`config.mk`:
```
export PLATFORM = sky130hd
export DESIGN_NAME = spi_master_transmit_only
export DESIGN_NICKNAME = d
export VERILOG_FILES = /design/src/rtl/spi_master_transmit_only.sv
export SDC_FILE = /design/constraint.sdc
export NUM_CORES = 1
export LEC_CHECK = 0
export ABC_AREA = 1
export CORE_UTILIZATION = 38
export DETAILED_ROUTE_END_ITERATION = 7
export PLACE_DENSITY = 0.63
export RECOVER_POWER = 50
export SYNTH_ARGS = -nofsm -noshare
export SYNTH_HDL_FRONTEND = slang
export SYNTH_SLANG_ARGS = --single-unit
```
`constraint.sdc`:
```
create_clock -name clk_i -period 3 [get_ports clk_i]
set_clock_uncertainty 0.2 [all_clocks]
set_input_delay 0.3 -clock clk_i [delete_from_list [all_inputs] [get_ports clk_i]]
set_output_delay 0.3 -clock clk_i [all_outputs]
set_load 0.005 [all_outputs]
```
`src/rtl/spi_master_transmit_only.sv`:
```
// spi_master_transmit_only
//
// SPI master that shifts one 32-bit position frame {xpos, ypos} out MSB first
// on sck/sdo, framed by an active-low cs_b. sck idles low, sdo changes on the
// clk edge that raises sck, and the slave samples on the falling sck edge.
// Each sck half-period is CLK_DIV clk cycles (legal range 1..255).
//
// Frame sequence: IDLE -> LEAD (one low half-period) -> SHIFT (32 bits)
//                 -> [TRAIL (one dummy pulse, sdo=0)] -> TAIL (one low
//                 half-period) -> IDLE with a one-cycle done pulse.
//
// Optional feature macro: SPI_TX_TRAIL_PULSE_EN
//   defined   : TRAIL state present, 33 sck pulses, latency 67*CLK_DIV
//   undefined : no TRAIL state, 32 sck pulses, latency 65*CLK_DIV
//
// Ports:
//   clk_i    in   system clock, rising edge
//   reset_i  in   asynchronous active-high reset
//   start_i  in   frame request, accepted only while ready_o=1
//   xpos_i   in   [15:0] frame bits 31:16, sampled on the accept edge
//   ypos_i   in   [15:0] frame bits 15:0, sampled on the accept edge
//   ready_o  out  high in IDLE
//   done_o   out  one-cycle pulse when a frame completes
//   sck_o    out  SPI clock
//   sdo_o    out  serial data
//   cs_b_o   out  active-low frame enable
//
// All outputs come straight from registers.

module spi_master_transmit_only #(
  parameter int CLK_DIV = 4
) (
  input  logic        clk_i,
  input  logic        reset_i,
  input  logic        start_i,
  input  logic [15:0] xpos_i,
  input  logic [15:0] ypos_i,
  output logic        ready_o,
  output logic        done_o,
  output logic        sck_o,
  output logic        sdo_o,
  output logic        cs_b_o
);

  typedef enum logic [2:0] {
    IDLE,
    LEAD,
    SHIFT,
`ifdef SPI_TX_TRAIL_PULSE_EN
    TRAIL,
`endif
    TAIL
  } state_t;

  localparam logic [7:0] CNT_LAST = 8'(CLK_DIV - 1);

  state_t      state_q, state_d;
  logic [7:0]  halfCnt_q, halfCnt_d;
  logic [5:0]  bitCnt_q, bitCnt_d;
  logic [31:0] shiftReg_q, shiftReg_d;
  logic        sck_q, sck_d;
  logic        sdo_q, sdo_d;
  logic        csB_q, csB_d;
  logic        done_q, done_d;
  logic        ready_q, ready_d;

  logic        halfEnd;

  // The last clk cycle of the current sck half-period.
  assign halfEnd = (halfCnt_q == CNT_LAST);

  // State and output registers; reset drops any frame in progress.
  always_ff @(posedge clk_i or posedge reset_i) begin
    if (reset_i) begin
      state_q    <= IDLE;
      halfCnt_q  <= '0;
      bitCnt_q   <= '0;
      shiftReg_q <= '0;
      sck_q      <= 1'b0;
      sdo_q      <= 1'b0;
      csB_q      <= 1'b1;
      done_q     <= 1'b0;
      ready_q    <= 1'b1;
    end else begin
      state_q    <= state_d;
      halfCnt_q  <= halfCnt_d;
      bitCnt_q   <= bitCnt_d;
      shiftReg_q <= shiftReg_d;
      sck_q      <= sck_d;
      sdo_q      <= sdo_d;
      csB_q      <= csB_d;
      done_q     <= done_d;
      ready_q    <= ready_d;
    end
  end

  // Next-state logic. Every phase change happens on the edge that ends a
  // half-period; the half-period counter free-runs outside IDLE and wraps
  // there, so it is back at zero whenever the FSM returns to IDLE.
  always_comb begin
    state_d    = state_q;
    halfCnt_d  = halfCnt_q;
    bitCnt_d   = bitCnt_q;
    shiftReg_d = shiftReg_q;
    sck_d      = sck_q;
    sdo_d      = sdo_q;
    csB_d      = csB_q;
    done_d     = 1'b0;
    ready_d    = ready_q;

    if (state_q != IDLE) begin
      halfCnt_d = halfEnd ? 8'd0 : halfCnt_q + 8'd1;
    end

    case (state_q)
      IDLE: begin
        halfCnt_d = '0;
        if (start_i) begin
          shiftReg_d = {xpos_i, ypos_i};
          bitCnt_d   = '0;
          csB_d      = 1'b0;
          ready_d    = 1'b0;
          state_d    = LEAD;
        end
      end

      LEAD: begin
        // First rising sck carries bit 31.
        if (halfEnd) begin
          sck_d      = 1'b1;
          sdo_d      = shiftReg_q[31];
          shiftReg_d = {shiftReg_q[30:0], 1'b0};
          bitCnt_d   = '0;
          state_d    = SHIFT;
        end
      end

      SHIFT: begin
        if (halfEnd) begin
          if (sck_q) begin
            // Falling edge: the slave samples here. After bit 0 the
            // frame body is complete.
            sck_d = 1'b0;
            if (bitCnt_q == 6'd31) begin
`ifdef SPI_TX_TRAIL_PULSE_EN
              state_d = TRAIL;
`else
              state_d = TAIL;
`endif
            end
          end else begin
            sck_d      = 1'b1;
            sdo_d      = shiftReg_q[31];
            shiftReg_d = {shiftReg_q[30:0], 1'b0};
            bitCnt_d   = bitCnt_q + 6'd1;
          end
        end
      end

`ifdef SPI_TX_TRAIL_PULSE_EN
      TRAIL: begin
        // Extra pulse so the slave's parallel register picks up the word
        // one falling edge after its shift register became full.
        if (halfEnd) begin
          if (!sck_q) begin
            sck_d = 1'b1;
            sdo_d = 1'b0;
          end else begin
            sck_d   = 1'b0;
            state_d = TAIL;
          end
        end
      end
`endif

      TAIL: begin
        // Frame ends: ready rises together with done so a held start is
        // accepted on the very next edge.
        if (halfEnd) begin
          csB_d   = 1'b1;
          sdo_d   = 1'b0;
          done_d  = 1'b1;
          ready_d = 1'b1;
          state_d = IDLE;
        end
      end

      default: begin
        state_d   = IDLE;
        halfCnt_d = '0;
        sck_d     = 1'b0;
        sdo_d     = 1'b0;
        csB_d     = 1'b1;
        ready_d   = 1'b1;
      end
    endcase
  end

  assign ready_o = ready_q;
  assign done_o  = done_q;
  assign sck_o   = sck_q;
  assign sdo_o   = sdo_q;
  assign cs_b_o  = csB_q;

endmodule

```
Run 1, where the registers sit:
Drawn at 3 px/um. Other sequential cells in the stronger grey, the rest of the logic in the fainter grey.
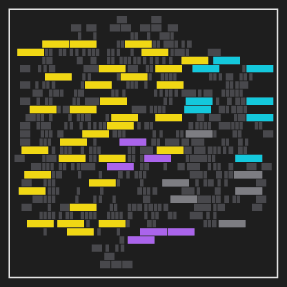
[halfCnt_q] cyan | sequential cells: 8
[bitCnt_q] purple | sequential cells: 6
[shiftReg_q] yellow | sequential cells: 32

Run 1, ports around the boundary:
Drawn at 3 px/um. Pins as bars across the die edge, other pins in grey.
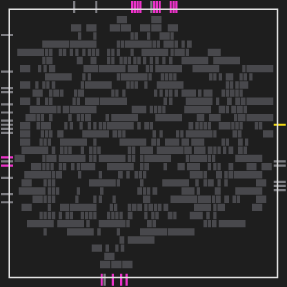
[sdo_o] yellow | pins: 1 | direction: output | edge: east
[ypos_i] magenta | pins: 16 | direction: input | edge: 10 north, 4 south, 2 west
all pins by edge: 16 west, 13 north, 6 east, 5 south

Run 1, nets reached from selected ports:
Drawn at 4 px/um.
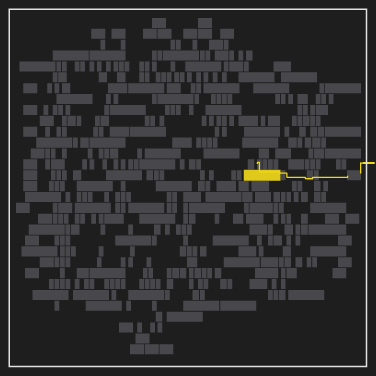
[sdo_o] yellow | bits: 1 | direction: output | edge: east | end cells: 1 | buffers: 1 | wire: 31.1 um

==> out/results.txt, run 1 <==
Fin crit period = 2.325 ns
CP Capture Point = shiftReg_q[30]
Comb group = 1.97 mW
Via count = 2391
Reg power frac = 32.2%
Routed Antenna Nets = 0
Net count, final = 470
Inverter count = 25
Post-cts sizing count = 0
Leak pwr = 1.772 nW
DR iter-0 viols = 144
Fin util = 46.38%
Die H = 88.91 um
Most instantiated logic cell after routing = nand2_1
DP HPWL = 3808 um
CTS tree = yes
Post-synth top area cell = dfrtp_1
RePlAce Congestion = 0.8468
Max Slew Vio Count = 0
Hold Crit Class = register to register
Met3 Use GR = 2.955%
Status = finished, final reports clean
Clock-cell share of area = 2.775%
WL met2 = 2721 um
==> run 2: changes to the inputs <==
--- a/config.mk
+++ b/config.mk
@@ -8,7 +8,7 @@
 export ABC_AREA = 1
 export CORE_UTILIZATION = 38
 export DETAILED_ROUTE_END_ITERATION = 7
-export PLACE_DENSITY = 0.63
+export PLACE_DENSITY = 0.65
 export RECOVER_POWER = 50
 export SYNTH_ARGS = -nofsm -noshare
 export SYNTH_HDL_FRONTEND = slang
==> constraint.sdc (replaced) <==
create_clock -name clk_i -period 2 [get_ports clk_i]
set_clock_uncertainty 0.2 [all_clocks]
set_input_delay 0.2 -clock clk_i [delete_from_list [all_inputs] [get_ports clk_i]]
set_output_delay 0.2 -clock clk_i [all_outputs]
set_load 0.005 [all_outputs]
==> out/results.txt, run 2 <==
Status = finished, final reports clean (unchanged)
Met3 Use GR = 2.862% (was 2.955%)
Comb group = 3.24 mW (was 1.97 mW)
Mapped Area = 2870 um^2 (unchanged)
Worst EP required = 1.99 ns (was 3.03 ns)
Slew margin rel. = 60.13% (was 13.48%)
CTS H-Tree Depth = 2 (unchanged)
CP endpoint kind = register (unchanged)
DP HPWL = 3991 um (was 3808 um)
Max Slew Vio Count = 0 (unchanged)
Non-clock buffer share = 14.47% (was 12.13%)
Logic area = 1365 um^2 (was 1353 um^2)
Most frequent cells in the layout = 217 x nand2_1, 51 x dfrtp_1, 37 x clkdlybuf4s50_1 (unchanged)
Most instantiated logic cell after routing = nand2_1 (unchanged)
Clock power share = 11.0% (was 12.0%)
DR iter-0 viols = 110 (was 144)
Hold path endpoint = shiftReg_q[0] (was shiftReg_q[3])
Via count = 2389 (was 2391)
RePlAce Congestion = 0.8598 (was 0.8468)
CTS tree = yes (unchanged)
Leak pwr = 1.826 nW (was 1.772 nW)
Fin crit period = 1.862 ns (was 2.325 ns)
Critical path depth = 8 (was 9)
CP Capture Point = shiftReg_q[22] (was shiftReg_q[30])
Reg power frac = 30.8% (was 32.2%)
Post-synth top area cell = dfrtp_1 (unchanged)
DR DRC count = 0 (unchanged)
Upper clock frequency limit = 537.0 MHz (was 430.1 MHz)
Hold Crit Class = input pin to register (was register to register)
Crit path launch = state_q[0] (unchanged)
Clock-cell share of area = 2.579% (was 2.775%)
Yosys reg bits = 52 (unchanged)
Inverter count = 25 (unchanged)
Commonest cells in the netlist = 217 x nand2_1, 51 x dfrtp_1, 19 x inv_1 (unchanged)
WL met2 = 2591 um (was 2721 um)
Placed cells = 525 (was 519)
Die H = 88.91 um (unchanged)
Run 2, wiring by layer:
Drawn at 4 px/um.
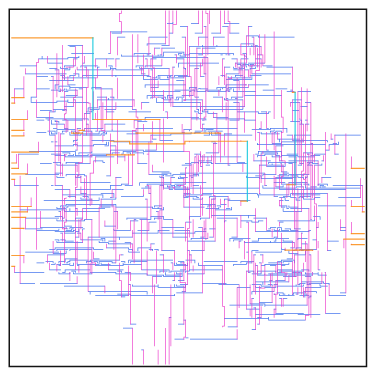
[met4] cyan | wire length: 58.5 um
[met3] orange | wire length: 181 um
[met1] blue | wire length: 2840 um
[met2] magenta | wire length: 2590 um

No activity file was given, so power comes from the tool's default toggle rates.
